**Power grid**

Scale bar: 10 µm. Pins as bars on the die edge. Tap cells in grey.
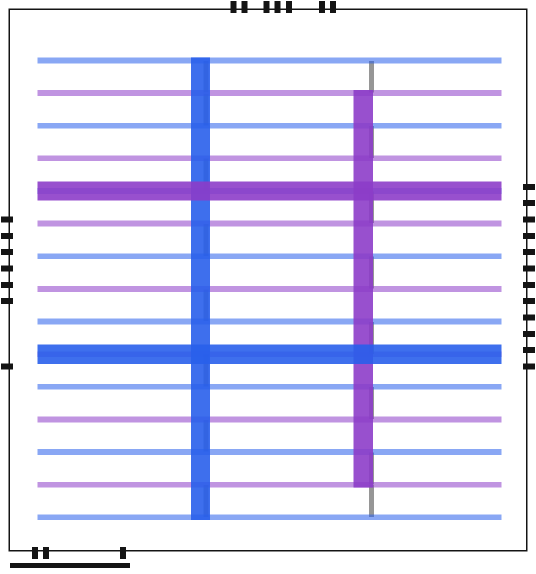
**Placement by cell class**

Scale bar: 10 µm.
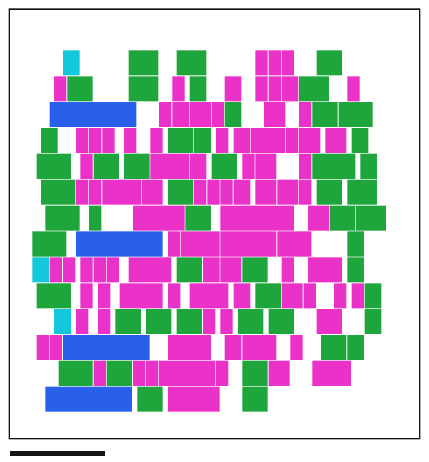
**Routed clock nets over the placement**

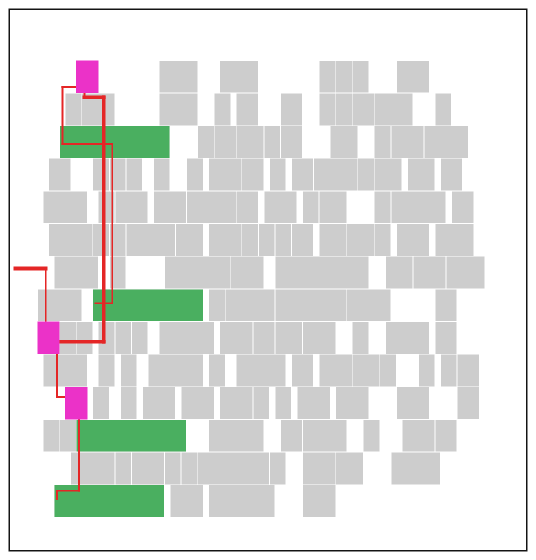
**Routed metal, one colour a layer**

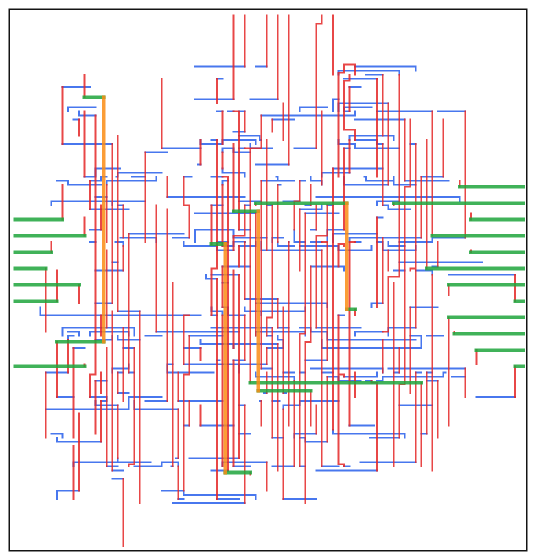
**Congestion heat map**

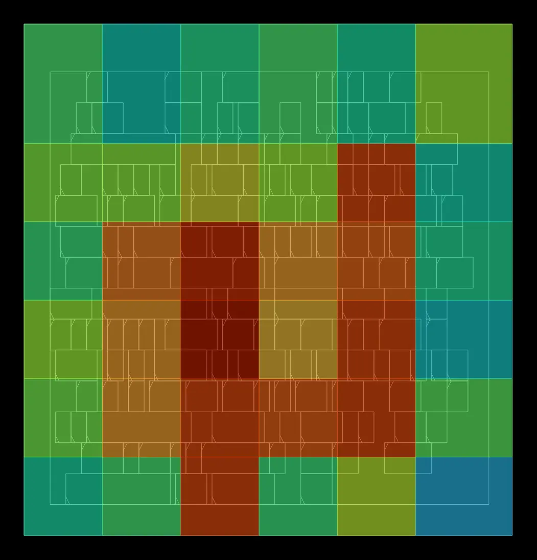
===== config.mk =====
export PLATFORM = sky130hd
export DESIGN_NAME = control_sequencer_flat
export DESIGN_NICKNAME = d
export VERILOG_FILES = /design/src/rtl/sap_u_pkg.sv /design/src/rtl/control_sequencer_if.sv /design/src/rtl/microcode_rom.sv /design/src/rtl/control_sequencer.sv /design/src/flat_wrapper.sv
export SDC_FILE = /design/constraint.sdc
export NUM_CORES = 1
export LEC_CHECK = 0
export ABC_AREA = 1
export CAP_MARGIN = 5
export CORE_AREA = 2 2 41 43
export CTS_BUF_LIST = sky130_fd_sc_hd__clkbuf_2
export DETAILED_ROUTE_END_ITERATION = 7
export DIE_AREA = 0 0 43 45
export PLACE_DENSITY = 0.86
export RECOVER_POWER = 100
export SKIP_LAST_GASP = 1
export SYNTH_ARGS = -nofsm -noshare
export SYNTH_HDL_FRONTEND = slang
export SYNTH_SLANG_ARGS = --single-unit

===== constraint.sdc =====
create_clock -name clk -period 2.25 [get_ports clk]
set_input_delay 0.45 -clock clk [delete_from_list [all_inputs] [get_ports clk]]
set_output_delay 0.45 -clock clk [all_outputs]
set_load 0.01 [all_outputs]

===== src/rtl/sap_u_pkg.sv =====
// Shared constants for the SAP-U microcode sequencer: opcodes, control-word bit map and mode encoding.
package sap_u_pkg;

  localparam int CTRL_W = 16;

  localparam logic [3:0] OP_NOP = 4'b0000;
  localparam logic [3:0] OP_LDA = 4'b0001;
  localparam logic [3:0] OP_ADD = 4'b0010;
  localparam logic [3:0] OP_SUB = 4'b0011;
  localparam logic [3:0] OP_STA = 4'b0100;
  localparam logic [3:0] OP_LDI = 4'b0101;
  localparam logic [3:0] OP_JMP = 4'b0110;
  localparam logic [3:0] OP_JC  = 4'b0111;
  localparam logic [3:0] OP_JZ  = 4'b1000;
  localparam logic [3:0] OP_OUT = 4'b1110;
  localparam logic [3:0] OP_HLT = 4'b1111;

  localparam int CTRL_HALT         = 0;
  localparam int CTRL_MAR_LOAD     = 1;
  localparam int CTRL_RAM_LOAD     = 2;
  localparam int CTRL_RAM_OUT      = 3;
  localparam int CTRL_IR_LOAD      = 4;
  localparam int CTRL_IR_OUT       = 5;
  localparam int CTRL_REG_A_LOAD   = 6;
  localparam int CTRL_REG_A_ENABLE = 7;
  localparam int CTRL_ALU_ENABLE   = 8;
  localparam int CTRL_SUBTRACT     = 9;
  localparam int CTRL_REG_B_LOAD   = 10;
  localparam int CTRL_OUT_LOAD     = 11;
  localparam int CTRL_PC_INC       = 12;
  localparam int CTRL_PC_OUT       = 13;
  localparam int CTRL_JUMP         = 14;
  localparam int CTRL_FLAGS_LOAD   = 15;

  typedef enum logic {
    MODE_RUN  = 1'b0,
    MODE_HALT = 1'b1
  } seq_mode_e;

endpackage


===== src/rtl/control_sequencer_if.sv =====
// Sequencer bundle: run/opcode/flags in from the datapath, control word, step and halted out.
interface control_sequencer_if #(
  parameter int STEP_W   = 3,
  parameter int OPCODE_W = 4
);
  import sap_u_pkg::*;

  logic                run;
  logic [OPCODE_W-1:0] opcode;
  logic                flag_c;
  logic                flag_z;
  logic [CTRL_W-1:0]   ctrl;
  logic [STEP_W-1:0]   step;
  logic                halted;

  modport master (
    output run, opcode, flag_c, flag_z,
    input  ctrl, step, halted
  );

  modport slave (
    input  run, opcode, flag_c, flag_z,
    output ctrl, step, halted
  );

endinterface


===== src/rtl/microcode_rom.sv =====
// Combinational microcode: (opcode, step, flags) -> control word and last-step marker.
// SEQ_COND_JUMP_EN adds JC/JZ and the flags_load strobe in the ALU step.
module microcode_rom
  import sap_u_pkg::*;
#(
  parameter int STEP_W   = 3,
  parameter int OPCODE_W = 4
) (
  input  logic [OPCODE_W-1:0] opcode_i,
  input  logic [STEP_W-1:0]   step_i,
  input  logic                flag_c_i,
  input  logic                flag_z_i,
  output logic [CTRL_W-1:0]   ctrl_o,
  output logic                last_o
);

  always_comb begin
    ctrl_o = '0;
    last_o = 1'b0;
    case (step_i)
      STEP_W'(0): begin
        ctrl_o[CTRL_PC_OUT]   = 1'b1;
        ctrl_o[CTRL_MAR_LOAD] = 1'b1;
      end
      STEP_W'(1): begin
        ctrl_o[CTRL_RAM_OUT] = 1'b1;
        ctrl_o[CTRL_IR_LOAD] = 1'b1;
        ctrl_o[CTRL_PC_INC]  = 1'b1;
      end
      default: begin
        // Any execute step not claimed below ends the instruction, so a stray step always recovers to T0.
        last_o = 1'b1;
        case (opcode_i)
          OP_LDA, OP_STA, OP_ADD, OP_SUB: begin
            if (step_i == STEP_W'(2)) begin
              ctrl_o[CTRL_IR_OUT]   = 1'b1;
              ctrl_o[CTRL_MAR_LOAD] = 1'b1;
              last_o                = 1'b0;
            end else if (step_i == STEP_W'(3)) begin
              case (opcode_i)
                OP_LDA: begin
                  ctrl_o[CTRL_RAM_OUT]    = 1'b1;
                  ctrl_o[CTRL_REG_A_LOAD] = 1'b1;
                end
                OP_STA: begin
                  ctrl_o[CTRL_REG_A_ENABLE] = 1'b1;
                  ctrl_o[CTRL_RAM_LOAD]     = 1'b1;
                end
                default: begin
                  ctrl_o[CTRL_RAM_OUT]    = 1'b1;
                  ctrl_o[CTRL_REG_B_LOAD] = 1'b1;
                  last_o                  = 1'b0;
                end
              endcase
            end else if (step_i == STEP_W'(4) && (opcode_i == OP_ADD || opcode_i == OP_SUB)) begin
              ctrl_o[CTRL_ALU_ENABLE] = 1'b1;
              ctrl_o[CTRL_REG_A_LOAD] = 1'b1;
              ctrl_o[CTRL_SUBTRACT]   = (opcode_i == OP_SUB);
`ifdef SEQ_COND_JUMP_EN
              ctrl_o[CTRL_FLAGS_LOAD] = 1'b1;
`endif
            end
          end
          OP_LDI: begin
            if (step_i == STEP_W'(2)) begin
              ctrl_o[CTRL_IR_OUT]     = 1'b1;
              ctrl_o[CTRL_REG_A_LOAD] = 1'b1;
            end
          end
          OP_JMP: begin
            if (step_i == STEP_W'(2)) begin
              ctrl_o[CTRL_IR_OUT] = 1'b1;
              ctrl_o[CTRL_JUMP]   = 1'b1;
            end
          end
`ifdef SEQ_COND_JUMP_EN
          OP_JC: begin
            if (step_i == STEP_W'(2) && flag_c_i) begin
              ctrl_o[CTRL_IR_OUT] = 1'b1;
              ctrl_o[CTRL_JUMP]   = 1'b1;
            end
          end
          OP_JZ: begin
            if (step_i == STEP_W'(2) && flag_z_i) begin
              ctrl_o[CTRL_IR_OUT] = 1'b1;
              ctrl_o[CTRL_JUMP]   = 1'b1;
            end
          end
`endif
          OP_OUT: begin
            if (step_i == STEP_W'(2)) begin
              ctrl_o[CTRL_REG_A_ENABLE] = 1'b1;
              ctrl_o[CTRL_OUT_LOAD]     = 1'b1;
            end
          end
          OP_HLT: begin
            if (step_i == STEP_W'(2)) ctrl_o[CTRL_HALT] = 1'b1;
          end
          default: ;
        endcase
      end
    endcase
  end

`ifndef SEQ_COND_JUMP_EN
  logic unused_flags;
  assign unused_flags = flag_c_i ^ flag_z_i;
`endif

endmodule


===== src/rtl/control_sequencer.sv =====
// SAP-U T-state sequencer: step counter with run gating, sticky halt, microcode decode.
// Build with SEQ_COND_JUMP_EN for JC/JZ and flags_load.
//   state     | meaning
//   MODE_RUN  | stepping through T-states while run=1
//   MODE_HALT | HLT executed; step frozen at 0, ctrl = halt only, left only by reset
module control_sequencer
  import sap_u_pkg::*;
#(
  parameter int STEP_W   = 3,
  parameter int OPCODE_W = 4
) (
  input  logic              clk,
  input  logic              reset,
  control_sequencer_if.slave bus
);

  logic [STEP_W-1:0] step_q, step_d;
  seq_mode_e         mode_q, mode_d;
  logic [CTRL_W-1:0] rom_ctrl;
  logic              rom_last;

  microcode_rom #(
    .STEP_W   (STEP_W),
    .OPCODE_W (OPCODE_W)
  ) u_rom (
    .opcode_i (bus.opcode),
    .step_i   (step_q),
    .flag_c_i (bus.flag_c),
    .flag_z_i (bus.flag_z),
    .ctrl_o   (rom_ctrl),
    .last_o   (rom_last)
  );

  always_ff @(posedge clk or negedge reset) begin
    if (!reset) begin
      step_q <= '0;
      mode_q <= MODE_RUN;
    end else begin
      step_q <= step_d;
      mode_q <= mode_d;
    end
  end

  always_comb begin
    step_d = step_q;
    mode_d = mode_q;
    case (mode_q)
      MODE_RUN: begin
        if (bus.run) begin
          step_d = rom_last ? '0 : step_q + STEP_W'(1);
          if (rom_ctrl[CTRL_HALT]) mode_d = MODE_HALT;
        end
      end
      MODE_HALT: step_d = '0;
      default:   mode_d = MODE_RUN;
    endcase
  end

  // Reset forces a clean zero word so no strobe survives an aborted instruction.
  always_comb begin
    bus.ctrl = '0;
    if (reset) begin
      if (mode_q == MODE_HALT) bus.ctrl[CTRL_HALT] = 1'b1;
      else                     bus.ctrl = rom_ctrl;
    end
  end

  assign bus.step   = step_q;
  assign bus.halted = (mode_q == MODE_HALT);

endmodule


===== src/flat_wrapper.sv =====
// flat-port wrapper written by rule: the top's interface ports become plain ports
module control_sequencer_flat import sap_u_pkg::*;
#(
  parameter int STEP_W   = 3,
  parameter int OPCODE_W = 4
)
  (clk, reset, bus_run, bus_opcode, bus_flag_c, bus_flag_z, bus_ctrl, bus_step, bus_halted);
  control_sequencer_if #(.STEP_W(STEP_W), .OPCODE_W(OPCODE_W)) bus_i ();
  input  logic clk;
  input  logic reset;
  input wire logic [$bits(bus_i.run)-1:0] bus_run;
  input wire logic [$bits(bus_i.opcode)-1:0] bus_opcode;
  input wire logic [$bits(bus_i.flag_c)-1:0] bus_flag_c;
  input wire logic [$bits(bus_i.flag_z)-1:0] bus_flag_z;
  output wire logic [$bits(bus_i.ctrl)-1:0] bus_ctrl;
  output wire logic [$bits(bus_i.step)-1:0] bus_step;
  output wire logic [$bits(bus_i.halted)-1:0] bus_halted;
  assign bus_i.run = bus_run;
  assign bus_i.opcode = bus_opcode;
  assign bus_i.flag_c = bus_flag_c;
  assign bus_i.flag_z = bus_flag_z;
  assign bus_ctrl = bus_i.ctrl;
  assign bus_step = bus_i.step;
  assign bus_halted = bus_i.halted;
  control_sequencer #(.STEP_W(STEP_W), .OPCODE_W(OPCODE_W)) u_core (.clk(clk), .reset(reset), .bus(bus_i));
endmodule

==> CHANGELOG.md <==
### Changed

- Time the worst path needs with I/O delays and setup: 2.274 ns
- Violations in the final reports: negative setup slack
- Initial antenna violation count: 0
- R2R setup slack: 0.79 ns
- Top-level I/O count: 29
- Maximum number of pins on one net before global-route repair: 7
- Ys flops: 4
- Outcome: complete, but fails checks
- Cell with the largest stage delay on the worst path: sky130_fd_sc_hd__clkdlybuf4s50_1
- Crit end category: output port
- Clk pin slew, worst setup/hold paths: 0.05 ns
- Global placer's final weighted congestion: 0.8278
- Share of the synthesized area in the top cell type: 17.02%
- Total nets after synthesis: 110
- Maximum operating frequency: 439.8 MHz
- Residual DRC: 0
- PortBufs: 25
- Reg2reg end: u_core.bus.halted
- Clock Sinks: 4
- Vias: 781
- Average via count per standard cell: 4.791
- Final Setup Violations: 1
- Critical path depth: 9
- Number of nets at the end of the flow: 163
- Via count of the first global-routing pass: 801
- Post-route clock skew: 0.01081 ns
- ANT cells: 0
- Commonest Layout Cell: sky130_fd_sc_hd__buf_4
- Clk root buf: sky130_fd_sc_hd__clkbuf_2
- Die extent in x: 43 µm
- Hold Crit Class: primary input to asynchronous set/reset pin
- Worst reg-to-reg path cell count: 9
- Area growth, synth to finish: 77.87%
- Placed wire-length estimate after detailed placement: 1433 µm
- Fraction of registers with async set or reset after synthesis: 100.0%
- Most common cell in the synthesized netlist: sky130_fd_sc_hd__nand2_1
- Crit Reg-Reg Startpoint: u_core.bus.step[0]
- First-iteration detailed-routing DRC count: 3
- Post-CTS Setup Inserts: 3
- CTS resizes: 40
- PnR worst setup slack: -0.02400 ns
- Global route total overflow: 0
- Crit path buf inv count: 3
- Worst Setup EP: bus_ctrl[6]
- Number of flops mapped to enable cells by yosys: 0
- Reported leakage power: 0.5801 nW
- Remaining antenna violation count: 0
- CTS tree: yes
- Crit Path Max Fanout: 3
- Yosys warning count: 0
- First-pass GRT wire length: 3125 µm
- Yosys Instances: 96
- Initial Utilization: 39.97%
- Number of hold buffers added after CTS: 0
- H-tree levels: 1
- Post-layout period usage: 101.1%
- Pwr Total: 0.7592 mW
- Cell chain of the critical path: clkdlybuf4s50_1 > inv_2 > nand2_2 > nor2_2 > nand4_1 > o21ai_1 > nand3_1 > nand2_1 > clkbuf_2
- Type of the worst setup path: primary input to output port
- Max-cap violations: 0
- Highest cell delay on the worst timing path: 0.44 ns
- Longest Clk Path Bufs: 2
- Number of instances in the synthesized netlist: 96
- Overall die area: 1935 µm²
- Crit-path leading delay family: buffers and inverters
- Number of pins with negative max-slew slack in the final report: 0
- Portion of the post-synthesis area used by sequential elements: 17.02%
Back to the opening pictures, 'power grid':
| colour | net |
|---|---|
| purple | VDD |
| blue | VSS |
rows: 14
met5 straps: 2
met1 rails: 15
met4 straps: 2
height of the die: 45 µm
worst-case vdd ir drop: 579.9 µV
core region area: 1471 µm²

Back to the opening pictures, 'placement by cell class':
| colour | class | cells | share of their area |
|---|---|---|---|
| cyan | cells driving clock nets | 3 | 1.5% |
| green | other buffers and delay cells | 50 | 36% |
| blue | flip-flops | 4 | 9.8% |
| magenta | all other logic | 90 | 52% |
design area: 1046 µm²
Core Util, Final: 71.09%
flip-flop and latch share of the layout cell area: 9.569%

Back to the opening pictures, 'routed clock nets over the placement':
[red] clock wires | length: 76.4 µm
[magenta] cells driving clock nets | count: 3
[green] flip-flops | count: 4
routed clock nets: 4
power in the clock group: 0.0689 mW
Worst-Skew Late Latency: 0.22 ns

Back to the opening pictures, 'routed metal, one colour a layer':
| colour | layer | wire length |
|---|---|---|
| orange | met4 | 63.2 µm |
| green | met3 | 131 µm |
| red | met2 | 1120 µm |
| blue | met1 | 630 µm |
total routed wirelength: 1947 µm
global-route usage over all layers: 21.40%

Back to the opening pictures, 'congestion heat map':
GR Util met3: 2.800%
highest-utilization routing layer at the global route stage: met2
met1 Resource Use GR: 19.66%
average wire per standard cell: 11.94 µm

per-stage QoR:
| step | setup TNS (ns) | hold slack (ns) | worst slack (ns) | instance area [µm²] | cells |
|---|---|---|---|---|---|
| 3_5_place_dp | -4.774 | 0.6177 | -0.4352 | 970.9 | 152 |
| 4_1_cts | -0.06684 | 0.5101 | -0.06684 | 1011 | 158 |
| 2_1_floorplan | 0 | 0.1544 | 0.2946 | 588.1 | 96 |
| 5_1_grt | -0.3262 | 0.5416 | -0.09527 | 1046 | 163 |
| 6_report | -0.02400 | 0.5468 | -0.02400 | 1046 | 163 |
| 3_3_place_gp | -4.443 | 0.5784 | -0.3846 | 970.9 | 152 |
metal layers:
layer  track usage [%]  up-vias  share of wire (%)
li1                  -      397                  -
met1             19.66      347                 32
met2             44.55       29                 58
met3             2.800        8                6.7
met4             12.12        0                3.2
met5                 0        -                  0
logic make-up (layout without fill, tap and decap cells):
logic type      count (synthesis)  in the layout  share of synthesized area (%)
simple gates                   58             58                          47.02
buf+inv                        21             72                          14.89
compound gates                  7              7                          9.786
fa+ha+maj                       5              5                          10.64
flops                           4              4                          17.02
other cells                     1              1                         0.6377
power breakdown:
group	switching [mW]	internal (mW)	total (mW)
sequential	0.0242	0.0906	0.115
combinational	0.292	0.283	0.575
clock	0.0330	0.0359	0.0689
total	0.349	0.410	0.759
flip-flops by register name, summed over array words and instances (netlist names):
signal,flops
u_core.bus.step,3
u_core.bus.halted,1
area by class of cell:
cell class,count,area [µm²]
sequential,4,100.1
timing repair buffer,50,374.1
multi-input combinational,71,464.2
clock buffer,3,15.01
inverter,19,72.57
fill,138,425.4
tap,16,20.02
No activity file was given, so power comes from the tool's default toggle rates.
